### config.mk
export PLATFORM = sky130hd
export DESIGN_NAME = fifo
export DESIGN_NICKNAME = d
export VERILOG_FILES = /design/src/rtl/fifo.sv
export SDC_FILE = /design/constraint.sdc
export NUM_CORES = 1
export LEC_CHECK = 0
export CORE_MARGIN = 5
export CORE_UTILIZATION = 45
export DETAILED_ROUTE_END_ITERATION = 8
export PLACE_DENSITY = 0.7
export SYNTH_ARGS = -nofsm -noshare
export SYNTH_HDL_FRONTEND = slang
export SYNTH_SLANG_ARGS = --single-unit
export TNS_END_PERCENT = 30
### constraint.sdc
create_clock -name clk -period 2 [get_ports clk]
set_clock_uncertainty 0.15 [all_clocks]
set_input_delay 0.4 -clock clk [delete_from_list [all_inputs] [get_ports clk]]
set_output_delay 0.4 -clock clk [all_outputs]
set_load 0.02 [all_outputs]
### src/rtl/fifo.sv
// Synchronous FIFO, 2**AWIDTH x DWIDTH, registered read data and occupancy-based flags.
// Optional FIFO_ERR_FLAG_EN adds err_o, a one-cycle pulse after a rejected request.
module fifo #(
   parameter int AWIDTH = 2,
   parameter int DWIDTH = 8
) (
   input  logic              clk,
   input  logic              reset,
   input  logic              we_i,
   input  logic [DWIDTH-1:0] data_i,
   input  logic              re_i,
`ifdef FIFO_ERR_FLAG_EN
   output logic              err_o,
`endif
   output logic [DWIDTH-1:0] data_o,
   output logic              empty_o,
   output logic              full_o,
   output logic              one_available_o,
   output logic              two_available_o
);

   localparam int DEPTH = 2 ** AWIDTH;

   logic [DWIDTH-1:0] mem [DEPTH];
   logic [AWIDTH-1:0] wr_ptr;
   logic [AWIDTH-1:0] rd_ptr;
   logic [AWIDTH:0]   count;
   logic              wr_ok;
   logic              rd_ok;

   // Acceptance is judged against the flags as they stand before the edge,
   // so a read never frees room for a same-cycle write and vice versa.
   assign wr_ok = we_i & ~full_o;
   assign rd_ok = re_i & ~empty_o;

   // Status flags decode straight from the registered occupancy.
   assign empty_o         = (count == '0);
   assign full_o          = count[AWIDTH];
   assign one_available_o = (count != '0);
   assign two_available_o = (count >= (AWIDTH+1)'(2));

   // Storage array; contents are left alone by reset since pointers define validity.
   always_ff @(posedge clk) begin
      if (!reset && wr_ok) begin
         mem[wr_ptr] <= data_i;
      end
   end

   // Write pointer advances on each accepted write, wrapping modulo depth.
   always_ff @(posedge clk) begin
      if (reset) begin
         wr_ptr <= '0;
      end else if (wr_ok) begin
         wr_ptr <= wr_ptr + 1'b1;
      end
   end

   // Read pointer and registered output word advance on each accepted read.
   always_ff @(posedge clk) begin
      if (reset) begin
         rd_ptr <= '0;
         data_o <= '0;
      end else if (rd_ok) begin
         rd_ptr <= rd_ptr + 1'b1;
         data_o <= mem[rd_ptr];
      end
   end

   // Occupancy tracks write-only (+1) and read-only (-1) cycles.
   always_ff @(posedge clk) begin
      if (reset) begin
         count <= '0;
      end else begin
         unique case ({wr_ok, rd_ok})
            2'b10:   count <= count + 1'b1;
            2'b01:   count <= count - 1'b1;
            default: count <= count;
         endcase
      end
   end

`ifdef FIFO_ERR_FLAG_EN
   // Error pulse registers any request refused because of full or empty.
   always_ff @(posedge clk) begin
      if (reset) begin
         err_o <= 1'b0;
      end else begin
         err_o <= (we_i & full_o) | (re_i & empty_o);
      end
   end
`endif

endmodule

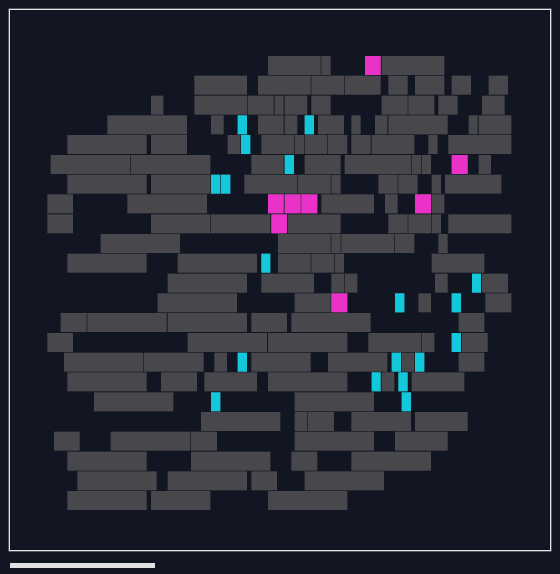
(run_1/logic_types.png)
Scale bar: 20 um.
[magenta] AND and OR gates | cells: 8
[cyan] NAND gates | cells: 18
Top cell excl fill/tap: edfxtp_1
post-route insts no fill: 218
multi-input gate share of the layout cell area: 23.4%

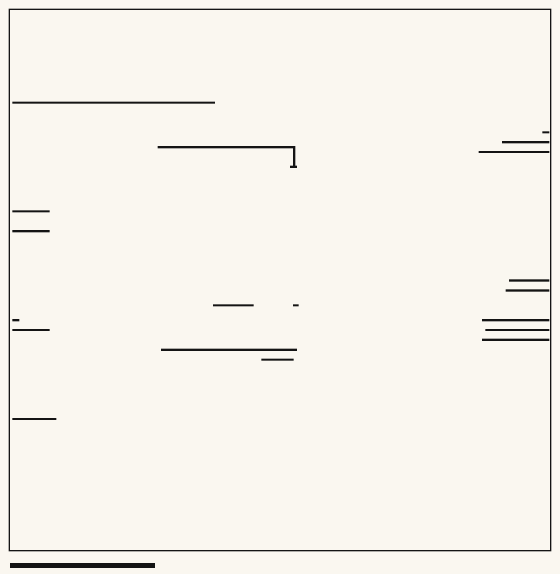
(run_1/layer_met3.png)
Scale bar: 20 um.
main direction: horizontal
longest straight run: 27.6 um
nets with wire on the layer: 16
share of all routed wire: 4.5%
wire length on this layer: 152 um
global-route met3 utilization: 3.65%
total vias in the final route: 1084
DRT Wirelength: 3400 um

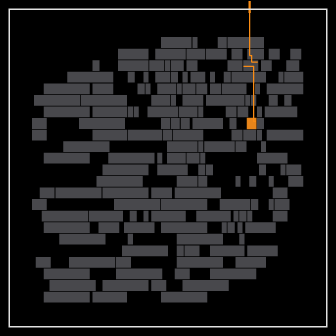
(run_1/io_fan.png)
[orange] two_available_o | bits: 1 | direction: output | end cells: 1 | buffers: 1 | wire: 29.5 um
I/O pin count: 24
port buffer count: 23

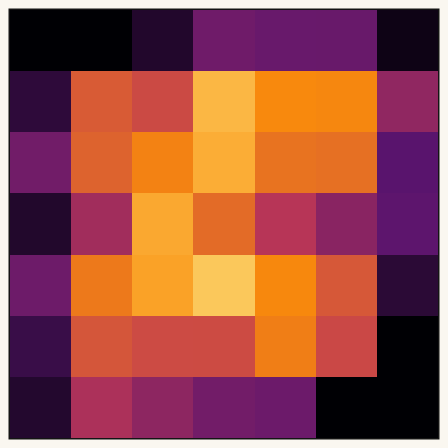
(run_1/cell_density.png)
7 x 7 tiles, from black (low) to pale yellow (high), 0 to 100% covered.
tiles over 75% full: 10%
mean over tiles: 43%
densest ninth of the die: middle
fullest tile: 88%
initial cell density of the core: 46.5%
fraction of the core area covered by cells at the end of the flow: 60.5%
core footprint: 0.00400 sq mm

==> notes.org, run 1 <==
#+TITLE: Physical design notes

** Status
- The run finished, with violations left.
- The final reports fail on setup timing.

** Final timing
- Setup Viol. Count Final :: 1
- In the post-route analysis, the smallest setup slack over all paths is -0.00909 ns.
- Post-route fraction of the period consumed by the critical path :: 100%
- The worst pin sits at a relative slew slack of 68.5%.
- Final number of max-transition violations :: 0
- Final hold violations :: 0
- After routing, the total negative slack on setup checks comes to -0.00909 ns.
- Final worst hold slack :: 0.308 ns
- In this build the clock could be raised as far as 498 MHz.
- Final critical-path required period :: 2.01 ns
- Looking at the max-slew report, the worst-margin pin has a slew of 0.472 ns.
- Setup repair after global routing could not meet its margin everywhere.

** Setup path
- Worst reg-to-reg setup slack :: -0.009 ns
- STA classifies the critical path startpoint as a flip-flop.
- The report shows a maximum critical-path fanout of 6.
- CP Capture Point :: count[2]$_SDFFE_PP0P_
- Worst EP required :: 2.07 ns
- Worst path cell trace :: o31ai_4 -> inv_8 -> ha_4 -> inv_2 -> fa_2 -> xor2_2 -> or3_1 -> a21oi_1
- For the worst reg-to-reg path, the startpoint reported by OpenROAD is count[2]$_SDFFE_PP0P_.
- Largest delay share family, worst path :: adder cells
- Timing startpoint of the critical path :: count[2]$_SDFFE_PP0P_
- Class of the most critical setup path :: flip-flop to flip-flop
- Reg2reg end :: count[2]$_SDFFE_PP0P_
- For this run, the slowest stage of the critical path takes 0.41 ns.
- Data arrives at the worst endpoint at 2.08 ns.
- Along the critical path, the tally of buffer and inverter instances is 2.
- Endpoint class of the critical path :: flip-flop
- Cell with the largest stage delay on the worst path :: dfxtp_4
- The critical path crosses 8 cells after its start point.
- Reg2reg path depth :: 8

** Routing
- Metal-1 WL :: 1380 um
- Wire segments on met2 add up to 1820 um in the final route.
- Via density per instance :: 4.97
- 1st-iter DRT viols :: 58
- The detailed router used layers up to and including met4.
- Per the post-route antenna check, the number of violating nets is 0.
- Mean routed wirelength per cell :: 15.6 um
- Wire segments on met3 add up to 151 um in the final route.

** Synthesis
- Syn Inst Count :: 127
- The cell type that accounts for the most area after synthesis is edfxtp_1.
- In this run, the synthesized area fraction spent on adder and majority cells is recorded as 4.44%.
- Yosys mapped the design onto 22 distinct sky130hd cell types.
- Among the non-sequential cells, multiplexers take the most area.
- Of the total synthesized cell area, the portion taken by XOR and XNOR cells is 1.88%.
- Area fraction in mux cells :: 9.69%
- The share of synthesized area in the top cell type comes to 51.7%.
- By area the synthesized netlist is led by edfxtp_1 52%, dfxtp_1 16%, mux4_2 9.7%.
- Post-synthesis simple-gate area fraction :: 7.87%
- Counting every net in the synthesized netlist gives 145.
- After Yosys synthesis, AND-OR and OR-AND compound gates account for 4.44% of the synthesized area.
- Yosys reports that the most numerous cell types are 32 x edfxtp_1, 18 x nand2_1, 15 x dfxtp_1.
- The synthesized design contains 47 register bits.
- Counting flops with a built-in enable in the synthesized netlist gives 32.
- Sequential cells were found to cover 67.8% of the synthesized design area.
- Top cell type by instance count after synthesis :: edfxtp_1
- Per the Yosys statistics, synthesis produced 127 cells.
- The synthesis report names the predominant flop master as edfxtp_1.
- The synthesis log from Yosys contains 0 warnings.
- The synthesis report gives the async set-or-reset register share as 0%.
- Before any placement, the netlist area is recorded as 0.00186 sq mm.
- Dividing the synthesized area by the synthesized cell count gives 14.6 sq um.

** Hold path
- Depth of the worst hold-timing path :: 2
- According to the hold report, the worst path is of the flip-flop to flip-flop type.
- Hold-critical path endpoint :: data_o[0]$_SDFFE_PP0P_
- Start point of the worst hold path :: data_o[0]$_SDFFE_PP0P_

** Finish
- Combinational cell area excluding buffers and inverters :: 566 sq um
- The final layout contains 185 nets.
- The post-route netlist has 26.2% of its cells at a drive strength greater than 1.
- The clock network takes up 3.62% of total cell area after layout.
- Layout buffering overhead excluding clock cells :: 16.2%
- Flop count :: 47
- Most frequent cells in the layout :: 32 x edfxtp_1, 18 x nand2_1, 18 x clkdlybuf4s50_1
- Per the layout report, the design carries 9 non-clock inverters.
- Filler cells :: 309
- The layout contains a multi-input combinational cell count of 66.
- Cell kind with the greatest summed area :: sequential cells
- The register with the most flip-flops in the final layout is mem.
- The layout report lists the combined flip-flop and latch area as 0.00127 sq mm.
- Number of inserted diodes :: 0
- Top Registers :: mem (32), data_o (8), count (3)
- From synthesis to final layout, the design area changed by 30.2%.
- Per the layout area report, the sequential fraction of cell area is 52.6%.
- Non-Clock Buffer Count :: 38
- The register with the most flip-flops in the layout has 32 of them.

** Pwr
- Cell area power density :: 1230 mW/mm^2
- The flow reports that the clock network draws 18.6% of the design power.
- The power report lists the sequential group at 1290 uW.
- Worst voltage drop across the vdd grid :: 563 uV
- Of the total power, combinational logic draws 38.4%.
- P_sw :: 976 uW
- Per the breakdown, switching nets consume 32.7% of all power.
- Total power draw :: 2980 uW
- Of the total power, registers draw 43.1%.
- In this run, power in combinational logic comes to 1140 uW.
- The power report lists cell-internal power as 2010 uW.
- Summed over all cells, the static leakage comes to 0.000860 uW.
- Group drawing the most power :: sequential cells

** Placement
- DPL Wire Length :: 2290 um
- Worst setup slack after placement :: -0.462 ns
- Final weighted congestion in routability-driven placement :: 0.717
- Placed cell count :: 207
- Detailed placement reports a standard cell area of 0.00228 sq mm.

** Clocking
- CTS buffer count :: 5
- Clock transition at the registers of the reported paths :: 0.09 ns
- Number of H-tree branching levels :: 2
- The skew report gives the latency at the later pin of the worst-skew pair as 0.29 ns.
- Count of clock tree sinks :: 47
- Hold-fix buffers at CTS :: 0
- Number of setup buffers added after CTS :: 0
- TritonCTS built the clock tree.
- After clock tree synthesis, the repair step resized 3 gates.

** Global routing
- M2 GR Usage :: 23.9%
- Wire length of the first global-routing pass :: 5330 um
- The global router reports that the layer with the highest usage is met2.
- Recorded from the global router log, the overflow total was 0.
- Number of global-route vias before repair :: 1137
- All-Layer GR Usage :: 13.5%
- The number of antenna violations at the first check in global routing is 0.
- Met1 Resource Use GR :: 15.3%
- Largest net degree at the start of global routing :: 16

** Die
- The report lists the number of standard-cell rows as 23.
- The die covers 0.00552 sq mm.
- According to the tapcell log, the count of inserted taps is 50.
- According to the floorplan report, the die height is 74.3 um.

** Job
- The report counts max-capacitance violations totalling 0.
==> run 2, diff against run 1 <==
- CORE_UTILIZATION: 45 -> 48
- PLACE_DENSITY: 0.7 -> 0.74
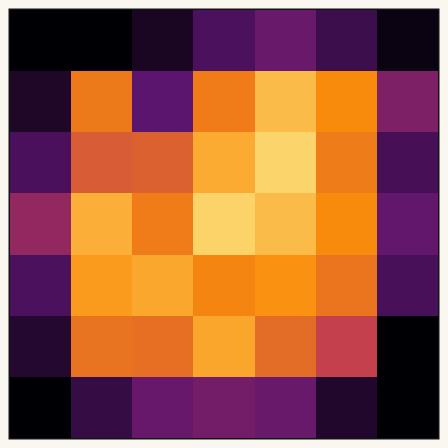
(run_2/cell_density.png)
7 x 7 tiles, from black (low) to pale yellow (high), 0 to 100% covered.
core footprint: 0.00372 sq mm
fraction of the core area covered by cells at the end of the flow: 64.4%

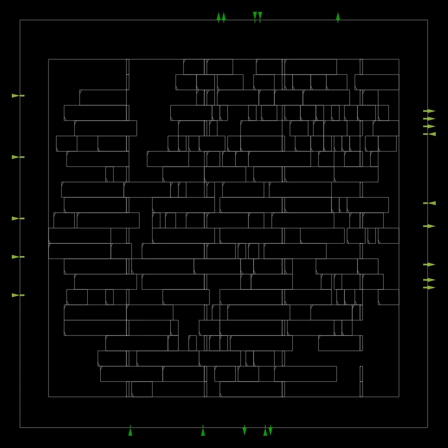
(run_2/placement.png)
register fraction of the total cell area: 53.0%
number of rows in the core area: 22
Filler cells: 274
flop count: 47

==> notes.org, run 2 <==
#+TITLE: Physical design notes

** Status
- The flow ran to the end, and the final reports show no timing, DRC or antenna violations.

** Pwr
- P_sw :: 921 uW (-5.6%)
- The maximum resistive drop on vdd was 596 uV (+5.8%).
- Internal power summed over all cells :: 1980 uW (-1.5%)
- The combinational cell fraction of total power came to 37.9% (-0.5 points).
- The total power after layout was 2900 uW (-2.8%).
- Power dissipated in sequential cells :: 1280 uW (about the same)
- Clock power frac :: 18.0% (-0.6 points)
- The power drawn by the combinational cells is 1100 uW (-4%).

** Global routing
- Wire length of the first global-routing pass :: 5380 um (+1.1%)
- The global-route track usage on met1 was 16.0% (+0.69 points).
- Number of global-route vias before repair :: 1128 (-0.79%)
- M2 GR Usage :: 24.7% (+0.75 points)
- Remaining Overflow, GRT :: 0 (unchanged)
- Largest net degree at the start of global routing :: 16 (unchanged)
- The global routing stage identified its most utilized layer as met2.
- All-Layer GR Usage :: 14.3% (+0.73 points)

** Die
- The die outline area came to 0.00522 sq mm (-5.4%).
- The pre-placement core utilization is 50.0% (+3.6 points).

** Synthesis
- Summed over all instances, the cell type with the most area after synthesis is edfxtp_1.
- Cell variety after synth :: 22 (unchanged)
- Synth logic family :: multiplexers
- The commonest cells after synthesis are 32 x edfxtp_1, 18 x nand2_1, 15 x dfxtp_1.
- The number of nets at floorplan is 145 (unchanged).
- The post-synthesis cell count from yosys is 127 (unchanged).
- The post-synthesis instance area was 0.00186 sq mm (unchanged).
- The area fraction in mux cells came to 9.69% (unchanged).
- The synthesis-stage register bit count came to 47 (unchanged).
- By area the synthesized netlist is led by edfxtp_1 52%, dfxtp_1 16%, mux4_2 9.7%.
- Flip-flops with a built-in enable :: 32 (unchanged)
- Sequential-to-total area share from yosys stat :: 67.8% (unchanged)
- Top flip-flop cell by instance count after synthesis :: edfxtp_1
- The total of warnings raised by yosys came to 0 (unchanged).
- Fraction of registers with async set or reset after synthesis :: 0% (unchanged)
- The top-area cell type share of the netlist area was 51.7% (unchanged).
- The per-instance average area after synthesis came to 14.6 sq um (unchanged).
- The simple-gate share of the synthesized area came to 7.87% (unchanged).
- edfxtp_1 is the most common cell in the netlist.

** Routing
- The total length of routed met2 wires was 1770 um (-2.9%).
- The average wire per cell in the routed design came to 15.2 um (-2.8%).
- Routed signal wires occupy layers up through met4.
- Met3 routed wirelength :: 165 um (+9.3%)
- The iteration-0 DRC count of the detailed router was 61 (+5.2%).
- Via density per instance :: 5.05 (+1.5%)
- ANT nets after route :: 0 (unchanged)

** Finish
- By area, sequential cells come first.
- Per the cell usage report, the commonest logic cells after layout are 32 x edfxtp_1, 18 x nand2_1, 18 x clkdlybuf4s50_1.
- Area delta synth->final :: 28.7%
- Area taken by flip-flops and latches :: 0.00127 sq mm (-0.39%)
- The register with the most flip-flops in the final layout is mem.
- The logic share of the area was 23.5% (+0.11 points).
- Number of inserted diodes :: 0 (unchanged)
- The number of flip-flops in the largest register came to 32 (unchanged).
- The multi-input logic cell count was 66 (unchanged).

** Setup path
- Number of stages on the worst setup path :: 8 (unchanged)
- The required time of the worst setup path came to 2.07 ns (about the same).
- Walking the worst path, the cells encountered are o31ai_4 -> inv_8 -> ha_4 -> inv_2 -> fa_2 -> xor2_1 -> or3_1 -> a21oi_2.
- Among all stages on the critical path, the largest delay is contributed by dfxtp_2.
- Reg2reg end :: count[2]$_SDFFE_PP0P_
- The maximum net fanout on the critical path is 4 (-2).
- The launch point of the critical path was reported as count[0]$_SDFFE_PP0P_.
- Largest delay share family, worst path :: adder cells
- CP Capture Point :: count[2]$_SDFFE_PP0P_
- The data arrival time at the worst-slack endpoint was 2.02 ns (-0.06 ns).
- Reg2reg path depth :: 8 (unchanged)
- The launch point of the worst register-to-register path is recorded as count[0]$_SDFFE_PP0P_.

** Clocking
- Hold-fix buffers at CTS :: 0 (unchanged)
- Count of clock tree sinks :: 47 (unchanged)
- TritonCTS built the clock tree.
- The total of cells resized after clock tree synthesis came to 3 (unchanged).
- Source-to-sink clock delay at the later pin of the worst-skew pair :: 0.29 ns (about the same)
- Number of setup buffers added after CTS :: 0 (unchanged)

** Final timing
- The number of pins exceeding their max-slew limit in the final report is 0 (unchanged).
- The tightest slew margin relative to the limit came to 70.7% (+2.2 points).
- Final worst hold slack :: 0.306 ns (-0.00273 ns)
- The minimum clock period after layout is 1.94 ns (-0.0642 ns).
- The final count of hold timing violations was 0 (unchanged).
- The period utilization was 97.2% (-3.2 points).

** Placement
- Worst setup slack after placement :: -0.436 ns (+0.0258 ns)
- The final weighted congestion in routability-driven placement came to 0.733 (+2.1%).
- The count of input and output buffers came to 23 (unchanged).
- Placed cell count :: 205 (-0.97%)
- The placement-stage cell area is 0.00228 sq mm (-0.11%).

** Job
- Number of violations of the max-capacitance limit :: 0 (unchanged)

** Hold path
- Hold-critical path endpoint :: data_o[3]$_SDFFE_PP0P_
- Class of the worst hold path :: flip-flop to flip-flop
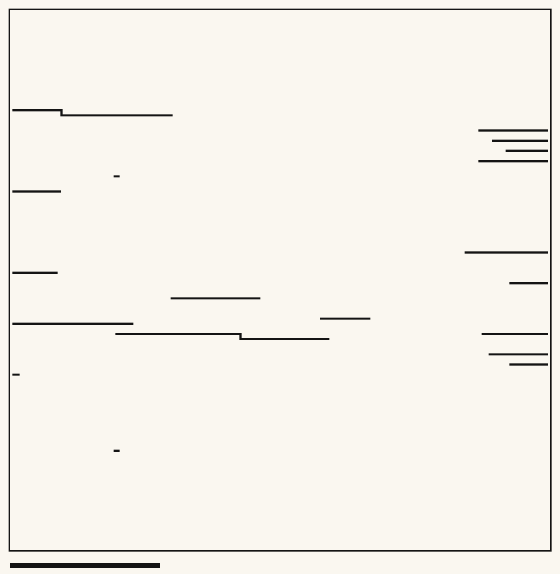
(run_2/layer_met3.png)
Scale bar: 20 um.
longest straight run: 16.6 um
main direction: horizontal
wire length on this layer: 166 um
DRT Wirelength: 3260 um
total vias in the final route: 1085
global-route met3 utilization: 3.74%

Power is estimated from default activity; no workload was simulated.
